`config.mk`:
```
export PLATFORM = sky130hd
export DESIGN_NAME = fetch_ctrl
export DESIGN_NICKNAME = d
export VERILOG_FILES = /design/src/rtl/fetch_pkg.sv /design/src/rtl/fetch_buf.sv /design/src/rtl/fetch_ctrl.sv
export SDC_FILE = /design/constraint.sdc
export NUM_CORES = 1
export LEC_CHECK = 0
export CAP_MARGIN = 10
export CORE_AREA = 3 3 122 213
export CTS_CLUSTER_DIAMETER = 60
export DETAILED_ROUTE_END_ITERATION = 12
export DIE_AREA = 0 0 125 216
export SLEW_MARGIN = 40
export SYNTH_ARGS = -nofsm -noshare
export SYNTH_HDL_FRONTEND = slang
export SYNTH_SLANG_ARGS = --single-unit
```
`constraint.sdc`:
```
create_clock -name clk -period 5.8 [get_ports clk]
set_input_delay 0.87 -clock clk [delete_from_list [all_inputs] [get_ports clk]]
set_output_delay 0.87 -clock clk [all_outputs]
set_load 0.05 [all_outputs]
```
`src/rtl/fetch_pkg.sv`:
```
// Shared types and constants for the instruction fetch front end.
package fetch_pkg;

  typedef enum logic [1:0] {
    IDLE = 2'd0,
    REQ  = 2'd1,
    WAIT = 2'd2,
    DROP = 2'd3
  } fetch_state_t;

  localparam logic [31:0] NOP         = 32'h0000_0013;
  localparam logic [31:0] INSTR_BYTES = 32'd4;
  localparam int          CNT_W       = 3;

  typedef struct packed {
    logic [31:0] pc;
    logic [31:0] instr;
  } fetch_entry_t;

endpackage

```
`src/rtl/fetch_buf.sv`:
```
// Instruction buffer: small synchronous FIFO of {pc, instr} with flush.
module fetch_buf
  import fetch_pkg::*;
#(
  parameter int DEPTH = 2
) (
  input  logic             clk,
  input  logic             reset,
  input  logic             push,
  input  fetch_entry_t     wdata,
  input  logic             pop,
  input  logic             flush,
  output fetch_entry_t     rdata,
  output logic             full,
  output logic             empty,
  output logic [CNT_W-1:0] count
);
  localparam int PW = $clog2(DEPTH);

  fetch_entry_t  mem [DEPTH];
  logic [PW-1:0] wr_ptr, rd_ptr;
  logic          do_push, do_pop;

  // DEPTH need not be a power of two, so pointers wrap explicitly.
  function automatic logic [PW-1:0] ptr_inc(input logic [PW-1:0] p);
    return (p == PW'(DEPTH - 1)) ? '0 : p + PW'(1);
  endfunction

  assign full    = (count == CNT_W'(DEPTH));
  assign empty   = (count == '0);
  assign do_push = push && !full && !flush;
  assign do_pop  = pop && !empty && !flush;
  assign rdata   = mem[rd_ptr];

  always_ff @(posedge clk or negedge reset) begin
    if (!reset) begin
      wr_ptr <= '0;
      rd_ptr <= '0;
      count  <= '0;
    end else if (flush) begin
      wr_ptr <= '0;
      rd_ptr <= '0;
      count  <= '0;
    end else begin
      if (do_push) wr_ptr <= ptr_inc(wr_ptr);
      if (do_pop)  rd_ptr <= ptr_inc(rd_ptr);
      if (do_push && !do_pop)      count <= count + CNT_W'(1);
      else if (!do_push && do_pop) count <= count - CNT_W'(1);
    end
  end

  always_ff @(posedge clk) begin
    if (do_push) mem[wr_ptr] <= wdata;
  end

endmodule

```
`src/rtl/fetch_ctrl.sv`:
```
// Fetch controller: pc, memory request FSM and redirect handling.
// Optional FETCH_ALIGN_CHK_EN adds a sticky misaligned-redirect fault that halts fetch.
module fetch_ctrl
  import fetch_pkg::*;
#(
  parameter logic [31:0] RESET_VECTOR = 32'h0000_0000,
  parameter int          BUF_DEPTH    = 2
) (
  input  logic        clk,
  input  logic        reset,
  output logic        imem_req,
  output logic [31:0] imem_addr,
  input  logic        imem_ack,
  input  logic [31:0] imem_rdata,
  input  logic        redirect,
  input  logic [31:0] redirect_pc,
  input  logic        stall,
  output logic        instr_valid,
  output logic [31:0] instr,
  output logic [31:0] instr_pc
`ifdef FETCH_ALIGN_CHK_EN
  ,
  output logic        fetch_fault
`endif
);
  fetch_state_t     state, state_nxt;
  logic [31:0]      pc, req_addr, tgt_pc;
  logic             fault, misalign, accept, push, pop, can_issue;
  logic             buf_empty, buf_full_unused;
  logic [CNT_W-1:0] buf_count;
  fetch_entry_t     wentry, hentry;

`ifdef FETCH_ALIGN_CHK_EN
  assign tgt_pc   = redirect_pc;
  assign misalign = redirect && (redirect_pc[1:0] != 2'b00);
  always_ff @(posedge clk or negedge reset) begin
    if (!reset)        fault <= 1'b0;
    else if (misalign) fault <= 1'b1;
  end
  assign fetch_fault = fault;
`else
  logic [1:0] unused_pc_lsb;
  assign unused_pc_lsb = redirect_pc[1:0];
  assign tgt_pc        = {redirect_pc[31:2], 2'b00};
  assign misalign      = 1'b0;
  assign fault         = 1'b0;
`endif

  // No request is ever outstanding in REQ, so occupancy alone gates issue.
  assign can_issue = (buf_count < CNT_W'(BUF_DEPTH));
  assign accept    = imem_req && imem_ack;
  assign push      = accept && !redirect && (state != DROP);
  assign pop       = instr_valid && !stall;
  assign wentry    = '{pc: imem_addr, instr: imem_rdata};

  always_ff @(posedge clk or negedge reset) begin
    if (!reset) state <= IDLE;
    else        state <= state_nxt;
  end

  always_comb begin
    state_nxt = state;
    unique case (state)
      IDLE:    if (!fault) state_nxt = REQ;
      REQ:     if (imem_req && !imem_ack) state_nxt = redirect ? DROP : WAIT;
      WAIT:    if (imem_ack) state_nxt = REQ;
               else if (redirect) state_nxt = DROP;
      DROP:    if (imem_ack) state_nxt = REQ;
      default: state_nxt = IDLE;
    endcase
    if (misalign) state_nxt = IDLE;
  end

  // WAIT/DROP replay the latched address since pc may already hold a redirect target.
  always_comb begin
    imem_req  = 1'b0;
    imem_addr = pc;
    unique case (state)
      REQ:        imem_req = can_issue;
      WAIT, DROP: begin
        imem_req  = 1'b1;
        imem_addr = req_addr;
      end
      default: ;
    endcase
  end

  always_ff @(posedge clk or negedge reset) begin
    if (!reset) begin
      pc       <= RESET_VECTOR;
      req_addr <= RESET_VECTOR;
    end else begin
      if (state == REQ && imem_req) req_addr <= pc;
      if (redirect)                         pc <= tgt_pc;
      else if (accept && state != DROP)     pc <= pc + INSTR_BYTES;
    end
  end

  fetch_buf #(.DEPTH(BUF_DEPTH)) u_buf (
    .clk   (clk),
    .reset (reset),
    .push  (push),
    .wdata (wentry),
    .pop   (pop),
    .flush (redirect),
    .rdata (hentry),
    .full  (buf_full_unused),
    .empty (buf_empty),
    .count (buf_count)
  );

  assign instr_valid = !buf_empty;
  assign instr       = buf_empty ? '0 : hentry.instr;
  assign instr_pc    = buf_empty ? '0 : hentry.pc;

endmodule

```
gates.png
Scale: 3 px per µm.
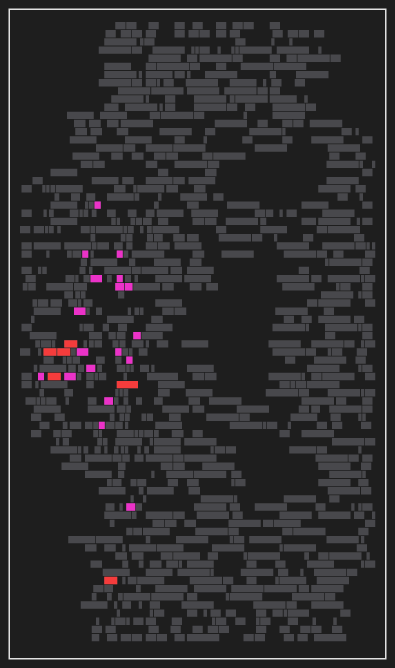
legend:
  fa/ha/maj cells:
    color: red
    cells: 6
    most_used: ha_1
    where: left middle
  and/or cells:
    color: magenta
    cells: 18
    most_used: and3_1
    where: left middle
Comb/total area: 26.8%
fin cells: 1122
most common cell after layout, fill and taps aside: sky130_fd_sc_hd__clkdlybuf4s50_1

==> Table 3: Implementation characteristics <==
Summary of implementation characteristics

Parameter                              Value

Worst setup path
  Worst Setup Start Kind    flop
  Setup crit end kind    output port
  Crit Path Category    reg2out
  Delay contributed by the slowest stage of the critical path    0.75 ns
  Worst path bufs/invs    3
  Gate family responsible for the most delay along the worst path    buffers and inverters
  Ordered list of cells on the worst path    inv_1 > ha_1 > nor2_2 > buf_4 > mux2_2 > clkdlybuf4s50_1
  Data arrival time of the worst path    2.97 ns
  Crit path DRT    4.93 ns

Placement
  Cell area after placement    10500 µm²
  Hpwl dp    13700 µm

Final timing
  Clock Skews    0.00913 ns
  Final hold viol count    0
  Final tally of setup violations    0
  Maximum clock frequency    260 MHz
  Post-layout min period    3.84 ns
  Worst-Margin Slew    0.770 ns
  Worst rel slew slack    48.7%
  Total count of max-transition violations in the final report    0
  Ratio of final minimum period to clock period    66.2%

Yosys
  Post-synthesis share of cell area spent on and, or, nand and nor gates    10.8%
  Main flop type    sky130_fd_sc_hd__edfxtp_1
  Yosys top cell area share    43.8%
  Synth Instances    641
  Post-Synthesis Cell Area    8500 µm²
  Yosys cell count    641
  Synthesis-stage register bit count    191
  Cell variety after synth    47
  Mean area per synthesized cell    13.3 µm²
  Largest area contributor in the netlist    sky130_fd_sc_hd__edfxtp_1
  Cell types occupying the most area after synthesis    sky130_fd_sc_hd__edfxtp_1 44%, sky130_fd_sc_hd__dfrtp_1 20%, sky130_fd_sc_hd__mux2_2 8.5%, sky130_fd_sc_hd__mux2i_1 7.8%, sky130_fd_sc_hd__nor2_1 3.4%
  Count leader, synth    sky130_fd_sc_hd__edfxtp_1
  Fraction of registers with async set/reset    35.1%
  Main combinational cell family by area after synthesis    multiplexers
  Post-synth tally of flip-flops with integrated enable    124
  Area share of and-or/or-and cells after synthesis    3.25%
  Mux share of post-synthesis cell area    16.2%
  Area of the synthesized netlist per yosys stat    8500 µm²

Drt
  Top routing layer in use    met4
  Met2 wirelength from detailed routing    10500 µm
  Average wire per cell in the routed design    17.6 µm
  Wire length reported by the detailed router    19700 µm
  Wire length on met1    7630 µm
  Number of remaining DRC errors    0
  Total via count in the routed design    5485
  Average via count per standard cell    4.89
  Initial drt markers    301

GRT
  GRT overflow    0
  Initial antenna violation count    0
  Overall routing resource usage    15.0%

CTS
  Total clock buffers created by CTS    17
  Number of gates resized after cts    0
  Clock insertion delay at the later pin of the skew report    0.43 ns
  Level count of the clock H-tree    4
  Buffer cell driving the clock tree root    sky130_fd_sc_hd__clkbuf_16
  Clock tree from TritonCTS    yes
  Clock sinks    191
  Clk slew on worst S/H paths    0.07 ns
  Cts-stage hold buffer count    0

Power
  Worst ir drop on vdd    511 µV
  Sw Share    44.6%
  Power spent charging and discharging nets    2.92 mW
  Gate power share    53.7%
  Internal    3.63 mW
  Power share of the clock group    17.1%
  Power, Total    6.55 mW
  Part of the total power dissipated in sequential elements    29.2%

Cells and area
  Synth-to-layout area growth    29.9%
  Register area    5400 µm²
  Most frequently placed logic cells in the final layout    158 x sky130_fd_sc_hd__clkdlybuf4s50_1, 124 x sky130_fd_sc_hd__edfxtp_1, 75 x sky130_fd_sc_hd__nor2_1
  Flip-flop count of the largest register after layout    124
  Number of fill cells in the layout    2270
  Logic area    2960 µm²
  Post-route cell area    11000 µm²
  Share of layout cells above drive strength 1    14.6%

Floorplan
  Width of the die    125 µm
  Y dimension of the die    216 µm
  Std cell rows    76
  Placeable core region    24500 µm²

Flow run
  Number of max-cap violations    0
  Stage-log warning count    31

Min path
  Min-Delay Path Class    in2async

Run status
  Run status    completed
port_trees.png
Scale: 1.5 px per µm.
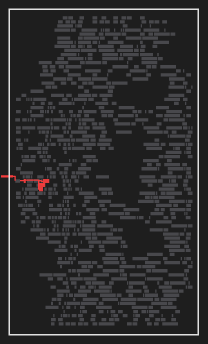
legend:
  imem_ack:
    color: red
    bits: 1
    direction: input
    end_cells: 5
    buffers: 1
    wire: 34.2 µm
number of buffer cells added on primary ports: 160
number of I/O pins: 167

## worst paths after layout
kind | slack (ns) | endpoint | depth (start not counted) | startpoint
worst max-delay path | 1.96 | imem_addr[26] | 6 | state[0]$_DFFE_PN0P_
worst min-delay path | 0.35 | pc[3]$_DFFE_PN0N_ | 1 | reset
worst max register to register | 2.75 | u_buf.count[2]$_DFFE_PN0P_ | 8 | u_buf.count[2]$_DFFE_PN0P_
worst min register to register | 0.50 | req_addr[29]$_DFFE_PN0P_ | 2 | req_addr[29]$_DFFE_PN0P_
max in group asynchronous | 4.57 | u_buf.rd_ptr$_DFFE_PN0P_ | 2 | reset
min in group clk | 0.50 | req_addr[29]$_DFFE_PN0P_ | 2 | req_addr[29]$_DFFE_PN0P_
## metrics by stage
stage / setup slack, ns / utilization [%] / hold WS, ns / std cells
2_1_floorplan: 1.32 / - / 0.446 / 644
3_3_place_gp: 2.30 / 42.6 / 0.460 / 1089
3_5_place_dp: 2.30 / 42.6 / 0.489 / 1089
4_1_cts: 1.83 / 44.9 / 0.486 / 1121
5_1_grt: 1.83 / 45.0 / 0.372 / 1122
6_report: 1.96 / 45.0 / 0.355 / 1122
## area by class of cell
type,instances,share of cell area [%]
sequential,191,48.9
tap,312,3.53
multi-input combinational,409,26.8
clock inverter,10,0.747
timing repair buffer,170,15.4
clock buffer,22,4.39
inverter,8,0.272
## power groups by stage
stage               Combinational [mW]  Sequential, mW  Clock [mW]
detailed placement                3.49            1.99           0
global placement                  3.48            1.98           0
floorplan                         2.51            1.86           0
CTS                               3.51            1.97        1.16
global route                      3.72            1.94        1.22
finish                            3.52            1.91        1.12
## metal layers
metal	up-vias	track usage, %
met4	0	7.27
li1	2639	-
met5	-	0
met2	137	25.9
met1	2677	17.2
met3	32	3.67
No activity file was given, so power comes from the tool's default toggle rates.
